`src/rtl/beta_mctl.sv`:
```
// Multicycle Beta control unit.
//
// Sequences each instruction through fetch, execute and, where needed, a memory
// wait or a fixed-latency MUL/DIV phase. Interrupts are taken only between
// instructions, from the fetch state, as a one-cycle trap through XADR.
//
// Ports:
//   CLK, RESET        clock, synchronous active-high reset
//   OP                opcode from the external IR (stable until return to fetch)
//   Z                 Ra==0 flag for BEQ/BNE
//   IRQ               level interrupt request
//   SUPER             supervisor mode; masks IRQ
//   MEM_RDY           memory access completes this cycle
//   ALUFN             ALU function code
//   ASEL, BSEL, RA2SEL, WASEL, MOE, MWR, WERF   datapath controls
//   PCSEL             0 PC+4, 1 branch, 2 JMP, 3 ILLOP, 4 XADR
//   WDSEL             0 PC+4, 1 ALU, 2 MEM
//   IR_LD             load IR from memory data
//   PC_LD             commit: load PC per PCSEL
//   MD_START          one-cycle start pulse to the MUL/DIV unit
module beta_mctl #(
    parameter int unsigned MUL_CYCLES = 4,
    parameter int unsigned DIV_CYCLES = 16,
    parameter int unsigned CNT_W      = 5,
    parameter int unsigned IRQ_EN     = 1
) (
    input  logic       CLK,
    input  logic       RESET,
    input  logic [5:0] OP,
    input  logic       Z,
    input  logic       IRQ,
    input  logic       SUPER,
    input  logic       MEM_RDY,
    output logic [5:0] ALUFN,
    output logic       ASEL,
    output logic       BSEL,
    output logic       RA2SEL,
    output logic       WASEL,
    output logic       MOE,
    output logic       MWR,
    output logic       WERF,
    output logic [2:0] PCSEL,
    output logic [1:0] WDSEL,
    output logic       IR_LD,
    output logic       PC_LD,
    output logic       MD_START
);

    localparam logic [5:0] ALU_ADD   = 6'b000000;
    localparam logic [5:0] ALU_SUB   = 6'b000001;
    localparam logic [5:0] ALU_MUL   = 6'b000010;
    localparam logic [5:0] ALU_DIV   = 6'b000011;
    localparam logic [5:0] ALU_AND   = 6'b011000;
    localparam logic [5:0] ALU_OR    = 6'b011110;
    localparam logic [5:0] ALU_XOR   = 6'b010110;
    localparam logic [5:0] ALU_XNOR  = 6'b011001;
    localparam logic [5:0] ALU_A     = 6'b011010;
    localparam logic [5:0] ALU_SHL   = 6'b100000;
    localparam logic [5:0] ALU_SHR   = 6'b100001;
    localparam logic [5:0] ALU_SRA   = 6'b100011;
    localparam logic [5:0] ALU_CMPEQ = 6'b110011;
    localparam logic [5:0] ALU_CMPLT = 6'b110101;
    localparam logic [5:0] ALU_CMPLE = 6'b110111;

    localparam logic [5:0] OP_LD  = 6'h18;
    localparam logic [5:0] OP_ST  = 6'h19;
    localparam logic [5:0] OP_JMP = 6'h1B;
    localparam logic [5:0] OP_BEQ = 6'h1C;
    localparam logic [5:0] OP_BNE = 6'h1D;
    localparam logic [5:0] OP_LDR = 6'h1F;

    localparam logic [2:0] PC_PC4   = 3'd0;
    localparam logic [2:0] PC_BR    = 3'd1;
    localparam logic [2:0] PC_JMP   = 3'd2;
    localparam logic [2:0] PC_ILLOP = 3'd3;
    localparam logic [2:0] PC_XADR  = 3'd4;

    localparam logic [1:0] WD_PC4 = 2'd0;
    localparam logic [1:0] WD_ALU = 2'd1;
    localparam logic [1:0] WD_MEM = 2'd2;

    // Counter preloads: S_MD lasts (load + 1) cycles.
    localparam logic [CNT_W-1:0] MUL_LOAD = CNT_W'(MUL_CYCLES - 1);
    localparam logic [CNT_W-1:0] DIV_LOAD = CNT_W'(DIV_CYCLES - 1);

    typedef enum logic [2:0] {S_FETCH, S_EXEC, S_MEM, S_MD, S_IRQ} state_t;
    typedef enum logic [2:0] {OcIll, OcOne, OcLoad, OcStore, OcMd} op_class_t;

    state_t     state_q, state_d;
    logic [CNT_W-1:0] cnt_q, cnt_d;
    logic       irq_pend_q, irq_pend_d;
    logic       irq_set;

    logic [5:0] alu_fn;
    logic       alu_ok;
    logic [5:0] d_alufn;
    logic       d_asel, d_bsel, d_ra2sel, d_wasel;
    logic [1:0] d_wdsel;
    logic [2:0] d_pcsel;
    op_class_t  d_cls;
    logic       hold_mux;

    assign irq_set = (IRQ_EN != 0) && IRQ;

    // Single-cycle Beta decode of OP; defaults describe an illegal opcode.
    always_comb begin
        d_alufn  = ALU_ADD;
        d_asel   = 1'b0;
        d_bsel   = 1'b0;
        d_ra2sel = 1'b0;
        d_wdsel  = WD_PC4;
        d_pcsel  = PC_ILLOP;
        d_wasel  = 1'b1;
        d_cls    = OcIll;
        alu_fn   = ALU_ADD;
        alu_ok   = 1'b1;

        case (OP[3:0])
            4'h0:    alu_fn = ALU_ADD;
            4'h1:    alu_fn = ALU_SUB;
            4'h2:    alu_fn = ALU_MUL;
            4'h3:    alu_fn = ALU_DIV;
            4'h4:    alu_fn = ALU_CMPEQ;
            4'h5:    alu_fn = ALU_CMPLT;
            4'h6:    alu_fn = ALU_CMPLE;
            4'h8:    alu_fn = ALU_AND;
            4'h9:    alu_fn = ALU_OR;
            4'hA:    alu_fn = ALU_XOR;
            4'hB:    alu_fn = ALU_XNOR;
            4'hC:    alu_fn = ALU_SHL;
            4'hD:    alu_fn = ALU_SHR;
            4'hE:    alu_fn = ALU_SRA;
            default: alu_ok = 1'b0;
        endcase

        if (OP[5]) begin
            // 10xxxx register form, 11xxxx literal form
            if (alu_ok) begin
                d_alufn = alu_fn;
                d_bsel  = OP[4];
                d_wdsel = WD_ALU;
                d_pcsel = PC_PC4;
                d_wasel = 1'b0;
                d_cls   = (OP[3:1] == 3'b001) ? OcMd : OcOne;
            end
        end else begin
            case (OP)
                OP_LD: begin
                    d_bsel  = 1'b1;
                    d_wdsel = WD_MEM;
                    d_pcsel = PC_PC4;
                    d_wasel = 1'b0;
                    d_cls   = OcLoad;
                end
                OP_ST: begin
                    d_bsel   = 1'b1;
                    d_ra2sel = 1'b1;
                    d_pcsel  = PC_PC4;
                    d_wasel  = 1'b0;
                    d_cls    = OcStore;
                end
                OP_JMP: begin
                    d_pcsel = PC_JMP;
                    d_wasel = 1'b0;
                    d_cls   = OcOne;
                end
                OP_BEQ: begin
                    d_pcsel = Z ? PC_BR : PC_PC4;
                    d_wasel = 1'b0;
                    d_cls   = OcOne;
                end
                OP_BNE: begin
                    d_pcsel = Z ? PC_PC4 : PC_BR;
                    d_wasel = 1'b0;
                    d_cls   = OcOne;
                end
                OP_LDR: begin
                    d_asel  = 1'b1;
                    d_alufn = ALU_A;
                    d_wdsel = WD_MEM;
                    d_pcsel = PC_PC4;
                    d_wasel = 1'b0;
                    d_cls   = OcLoad;
                end
                default: ;
            endcase
        end
    end

    always_ff @(posedge CLK) begin
        if (RESET) begin
            state_q    <= S_FETCH;
            cnt_q      <= '0;
            irq_pend_q <= 1'b0;
        end else begin
            state_q    <= state_d;
            cnt_q      <= cnt_d;
            irq_pend_q <= irq_pend_d;
        end
    end

    assign hold_mux = (state_q == S_EXEC) || (state_q == S_MEM) || (state_q == S_MD);

    always_comb begin
        state_d    = state_q;
        cnt_d      = cnt_q;
        irq_pend_d = irq_pend_q;
        ALUFN      = ALU_ADD;
        ASEL       = 1'b0;
        BSEL       = 1'b0;
        RA2SEL     = 1'b0;
        WASEL      = 1'b0;
        MOE        = 1'b0;
        MWR        = 1'b0;
        WERF       = 1'b0;
        PCSEL      = PC_PC4;
        WDSEL      = WD_PC4;
        IR_LD      = 1'b0;
        PC_LD      = 1'b0;
        MD_START   = 1'b0;

        // Clear in S_IRQ wins over a new request in the same cycle.
        if (state_q == S_IRQ) begin
            irq_pend_d = 1'b0;
        end else if (irq_set) begin
            irq_pend_d = 1'b1;
        end

        // Mux selects stay on the decoded values for the whole instruction.
        if (hold_mux) begin
            ALUFN  = d_alufn;
            ASEL   = d_asel;
            BSEL   = d_bsel;
            RA2SEL = d_ra2sel;
            WDSEL  = d_wdsel;
            WASEL  = d_wasel;
        end

        case (state_q)
            S_FETCH: begin
                if (irq_pend_q && !SUPER) begin
                    state_d = S_IRQ;
                end else begin
                    IR_LD = MEM_RDY;
                    if (MEM_RDY) begin
                        state_d = S_EXEC;
                    end
                end
            end
            S_EXEC: begin
                case (d_cls)
                    OcLoad, OcStore: state_d = S_MEM;
                    OcMd: begin
                        MD_START = 1'b1;
                        cnt_d    = (d_alufn == ALU_DIV) ? DIV_LOAD : MUL_LOAD;
                        state_d  = S_MD;
                    end
                    default: begin
                        PCSEL   = d_pcsel;
                        PC_LD   = 1'b1;
                        WERF    = 1'b1;
                        state_d = S_FETCH;
                    end
                endcase
            end
            S_MEM: begin
                MOE = (d_cls == OcLoad);
                MWR = (d_cls == OcStore);
                if (MEM_RDY) begin
                    PC_LD   = 1'b1;
                    WERF    = (d_cls == OcLoad);
                    state_d = S_FETCH;
                end
            end
            S_MD: begin
                if (cnt_q == '0) begin
                    PC_LD   = 1'b1;
                    WERF    = 1'b1;
                    state_d = S_FETCH;
                end else begin
                    cnt_d = cnt_q - CNT_W'(1);
                end
            end
            S_IRQ: begin
                PCSEL   = PC_XADR;
                WASEL   = 1'b1;
                WDSEL   = WD_PC4;
                WERF    = 1'b1;
                PC_LD   = 1'b1;
                state_d = S_FETCH;
            end
            default: state_d = S_FETCH;
        endcase

        // Strobes are gated by reset in the same cycle, so an access or
        // result in flight is dropped rather than committed.
        if (RESET) begin
            MWR      = 1'b0;
            WERF     = 1'b0;
            PC_LD    = 1'b0;
            IR_LD    = 1'b0;
            MD_START = 1'b0;
        end
    end

endmodule

```
`config.mk`:
```
export PLATFORM = sky130hd
export DESIGN_NAME = beta_mctl
export DESIGN_NICKNAME = d
export VERILOG_FILES = /design/src/rtl/beta_mctl.sv
export SDC_FILE = /design/constraint.sdc
export NUM_CORES = 1
export LEC_CHECK = 0
export CAP_MARGIN = 20
export CORE_ASPECT_RATIO = 0.5
export CORE_MARGIN = 5
export CORE_UTILIZATION = 35
export DETAILED_ROUTE_END_ITERATION = 10
export SYNTH_ARGS = -nofsm -noshare
export SYNTH_HDL_FRONTEND = slang
export SYNTH_SLANG_ARGS = --single-unit
```
`constraint.sdc`:
```
create_clock -name CLK -period 2.11 [get_ports CLK]
set_clock_uncertainty 0.05 [all_clocks]
set_input_delay 0.211 -clock CLK [delete_from_list [all_inputs] [get_ports CLK]]
set_output_delay 0.211 -clock CLK [all_outputs]
set_load 0.01 [all_outputs]
```
==> flow_summary.rst, run 1 <==
Metrics
=======

.. list-table::
   :header-rows: 1

   * - Metric
     - Value
   * - Count of vias placed by the detailed router
     - 1,211
   * - Most common library cells after synthesis
     - sky130_fd_sc_hd__nor2_1 (20), sky130_fd_sc_hd__nand2_1 (17), sky130_fd_sc_hd__a21oi_1 (10)
   * - Crit path buf inv count
     - 2
   * - Number of setup violations in the final report
     - 0
   * - AND/OR/NAND/NOR Cells, Area Fraction
     - between 40% and 50%
   * - Leak
     - between 0.7 and 0.8 nW
   * - Post-layout period usage of the worst path
     - a little over nine tenths
   * - Result of the run
     - finished clean
   * - Met3 demand-to-capacity share in global routing
     - under 10%
   * - Mapped Area
     - about 950 um^2
   * - Clock network power share
     - around a third
   * - Highest ir drop seen on vdd
     - 0.218 mV
   * - Worst Hold Launch
     - cnt_q[4]
   * - And-or/or-and share of the synthesized area
     - approximately a quarter
   * - Combinational gate area
     - around 750 um^2
   * - Category of the worst setup path launch point
     - flop
   * - Starting DRT DRC Count
     - 72
   * - CP max stage delay
     - about 480 ps
   * - Diodes inserted
     - 0
   * - Number of unique standard cell types used by synthesis
     - 40
   * - Hold Path End
     - cnt_q[4]
   * - Placed wire-length estimate
     - approximately 2.3 mm
   * - Top cell family by delay on the critical path
     - simple AND/OR/NAND/NOR gates
   * - Critical path, cell by cell
     - inv_1 > ha_1 > or4b_4 > nor2_2 > nand2_1 > a41oi_2 > buf_2
   * - Most Crowded Layer GR
     - met2
   * - Post-synthesis share of cell area spent on xor and xnor gates
     - less than 1%
   * - Path class of the lowest-slack min-delay path
     - flop to flop
   * - Antenna-violating nets left
     - 0
   * - Number of antenna violations at the first check in global routing
     - 0
   * - Average wire length per cell after detail routing
     - approximately 13 um
   * - Total Nets Final
     - around 220
   * - Met3 routed wirelength
     - 112 um
   * - Total Routed Length
     - a little over 3 mm
   * - Net switching power figure
     - slightly below 0.0002 W
   * - Synthesized area per cell
     - between 6 and 7 um^2
   * - Count of buffers inserted at the top-level ports
     - 32
   * - GR Util All Layers
     - roughly 16%
   * - Cell at the root of the clock tree
     - sky130_fd_sc_hd__clkbuf_8
   * - Worst-Margin Slew
     - between 300 and 400 ps
   * - Chip Area, Yosys
     - approximately 950 um^2
   * - CP max FO
     - 2
==> run 1: repair_timing <==
item	CTS	global route
gates resized	34	9
endpoints found under the setup margin	18	7
hold buffers	0	0
pin swaps	0	3
buffers inserted	1	1
==> run 1: worst max-delay path by stage <==
| stage | startpoint | end | slack, ps | cells after the start |
|---|---|---|---|---|
| final | cnt_q[0] | PC_LD | 130 | 7 |
| after CTS | OP[5] | PCSEL[0] | -30 | 7 |
| after global routing | cnt_q[1] | WERF | 2 | 7 |
| after global placement | OP[3] | WERF | -310 | 6 |
| after floorplan | cnt_q[0] | PC_LD | 310 | 7 |
| after detailed placement | OP[3] | PC_LD | -320 | 6 |
==> run 1: sequential cells by signal (all words and copies together), names as in the netlist <==
register and count:
cnt_q 5, irq_pend_q 1, state_q 3
Fig. 1: run 1, sequential cells colored by netlist name
Scale bar: 20 um. Other sequential cells in the stronger gray, the rest of the logic in the fainter gray.
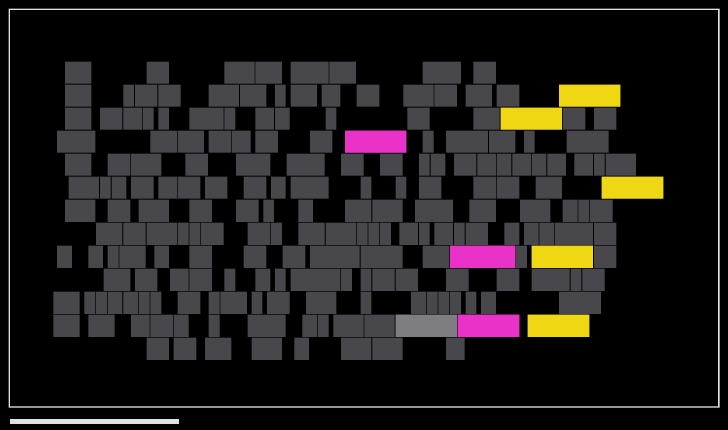
[yellow] cnt_q | sequential cells: 5
[magenta] state_q | sequential cells: 3
not colored: 1

Fig. 2: run 1, routed metal, one color a layer
Scale bar: 20 um. Two of the layers only.
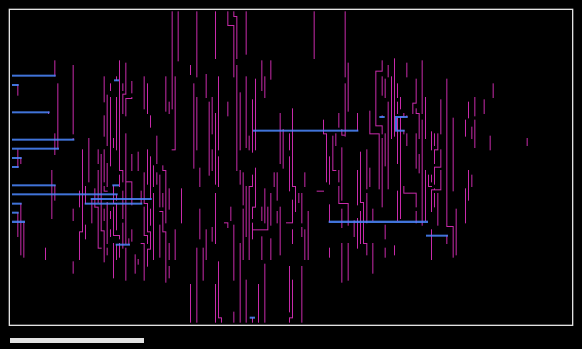
[magenta] metal 2 | wire length: 1,350 um
[blue] metal 3 | wire length: 113 um

Fig. 3: run 1, placed cells, one color a class
Fill, decap, tap and diode cells in gray.
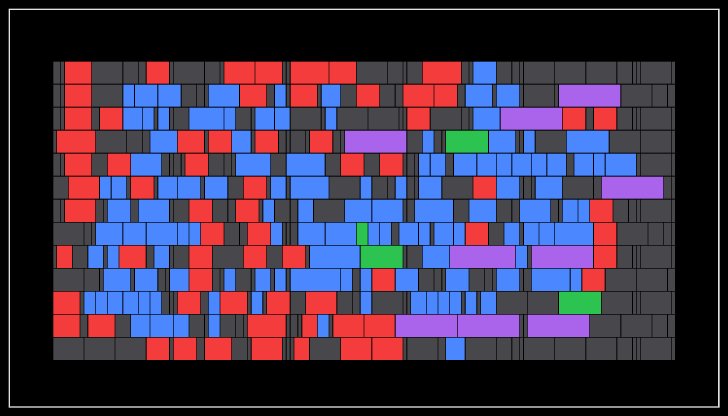
[blue] combinational and other logic | cells: 120
[red] remaining buffers and delay cells | cells: 67
[green] clock drivers and dummy loads | cells: 4
[purple] sequential cells | cells: 9
Core Area: 2600 um^2
Placement Rows: 13
Non-Filler Cell Area, Final: 1600 um^2
Core Util, Final: 61.5%

==> run 1 -> run 2 <==
- CORE_ASPECT_RATIO: 0.5 -> not set
Fig. 4: run 2, the clock network
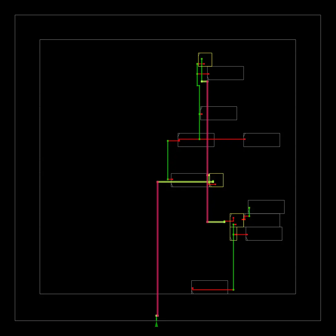
final sequential cell count: 9
clock network power consumption: 0.000136 W
number of clock sinks seen by CTS: 9
TritonCTS Buffers: 3

==> run 2 against run 1 <==
Compared with the run above: first-iteration DRC count shrank 43%; non-clock buffer count did not move; largest cell class unchanged; core utilization fell by 2.1 points; clock power is 36% lower; highest routed layer unchanged.
==> flow_summary.rst, run 2 <==
Metrics
=======

.. list-table::
   :header-rows: 1

   * - Metric
     - Value
   * - Result of the run
     - finished clean
   * - Met3 routed wirelength
     - approximately 120 um
   * - Most frequent cell after synthesis
     - sky130_fd_sc_hd__nor2_1
   * - Combinational gate area
     - 757 um^2
   * - Count of vias placed by the detailed router
     - between 1,000 and 1,500
   * - Final Worst Setup Slack
     - between 90 and 100 ps
   * - Post-synthesis share of cell area spent on xor and xnor gates
     - less than 1%
   * - Net switching power figure
     - about 0.00018 W
   * - Chip Area, Yosys
     - approximately 950 um^2
   * - GR Util All Layers
     - between 10% and 20%
   * - Number of setup violations in the final report
     - 0
   * - Worst-Margin Slew
     - 444 ps
   * - Cell at the root of the clock tree
     - sky130_fd_sc_hd__clkbuf_4
   * - Average wire length per cell after detail routing
     - approximately 13 um
   * - Area share of the leading cell type in the synthesized netlist
     - roughly a fifth
   * - Hold-fix buffers, CTS
     - 0
   * - Origin of the worst setup path
     - state_q[1]
   * - Core Util, Final
     - about 59%
   * - DIE HEIGHT
     - a little over 60 um
   * - Number of antenna violations at the first check in global routing
     - 0
   * - Total Nets Final
     - about 220
   * - Number of unique standard cell types used by synthesis
     - roughly 40
   * - Met3 demand-to-capacity share in global routing
     - under 10%
   * - Leak
     - around 0.80 nW
   * - Total Routed Length
     - approximately 3 mm
   * - Count of buffers inserted at the top-level ports
     - 32
   * - Antenna-violating nets left
     - 0
   * - Placed wire-length estimate
     - around 2.5 mm
   * - Number of synthesized register bits
     - 9
   * - Number of flip-flops under the largest register name
     - 5
   * - Worst Hold Launch
     - state_q[1]
   * - Diodes inserted
     - 0
   * - Starting DRT DRC Count
     - slightly above 40
   * - Hold Path End
     - cnt_q[0]
   * - Most Crowded Layer GR
     - met2
   * - Most common library cells after synthesis
     - sky130_fd_sc_hd__nor2_1 (20), sky130_fd_sc_hd__nand2_1 (17), sky130_fd_sc_hd__a21oi_1 (10)
   * - Registers with the highest flip-flop counts
     - cnt_q x5, state_q x3, irq_pend_q x1
   * - Synthesized area per cell
     - between 6 and 7 um^2
   * - AND/OR/NAND/NOR Cells, Area Fraction
     - between 40% and 50%
   * - CP max FO
     - 4
   * - Mapped Area
     - roughly 950 um^2
   * - Placement Rows
     - 19
   * - Most frequently placed logic cell in the final layout
     - sky130_fd_sc_hd__buf_4
   * - Highest ir drop seen on vdd
     - slightly below 0.4 mV
   * - Path class of the lowest-slack min-delay path
     - flop to flop
   * - Post-layout period usage of the worst path
     - 95.6%
   * - Core Area
     - roughly 2700 um^2
   * - Non-Filler Cell Area, Final
     - 1600 um^2
Fig. 5: run 2, placed cells, one color a class
Fill, decap, tap and diode cells in gray.
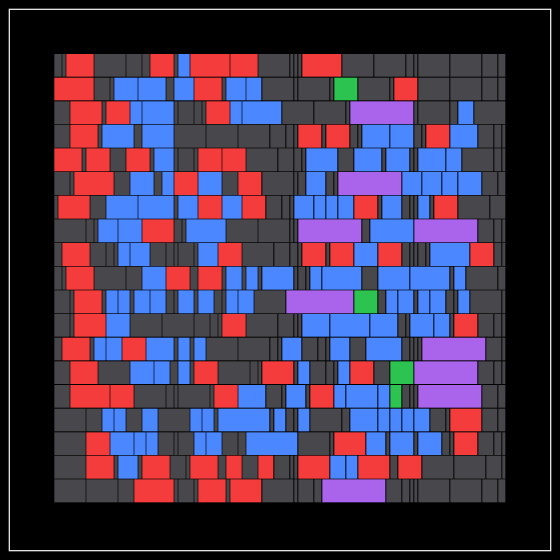
[red] remaining buffers and delay cells | cells: 67
[green] clock drivers and dummy loads | cells: 4
[blue] combinational and other logic | cells: 120
[purple] sequential cells | cells: 9

==> run 2: how the worst max path moves through the flow <==
stage / to / slack, ps / cells past startpoint
after CTS: PC_LD / -5 / 7
final: PCSEL[2] / 90 / 5
after global placement: WERF / -260 / 7
after floorplan: PC_LD / 310 / 7
after detailed placement: WERF / -300 / 7
after global routing: PCSEL[0] / 2 / 6
==> run 2: worst max-delay path, cell delays in order (launching register included) <==
cell and delay (ps):
sky130_fd_sc_hd__dfxtp_2 340, sky130_fd_sc_hd__nor2_1 160, sky130_fd_sc_hd__buf_4 150, sky130_fd_sc_hd__nand2_1 140
sky130_fd_sc_hd__inv_1 140, sky130_fd_sc_hd__clkdlybuf4s50_1 560
Power and IR drop assume default switching activity.
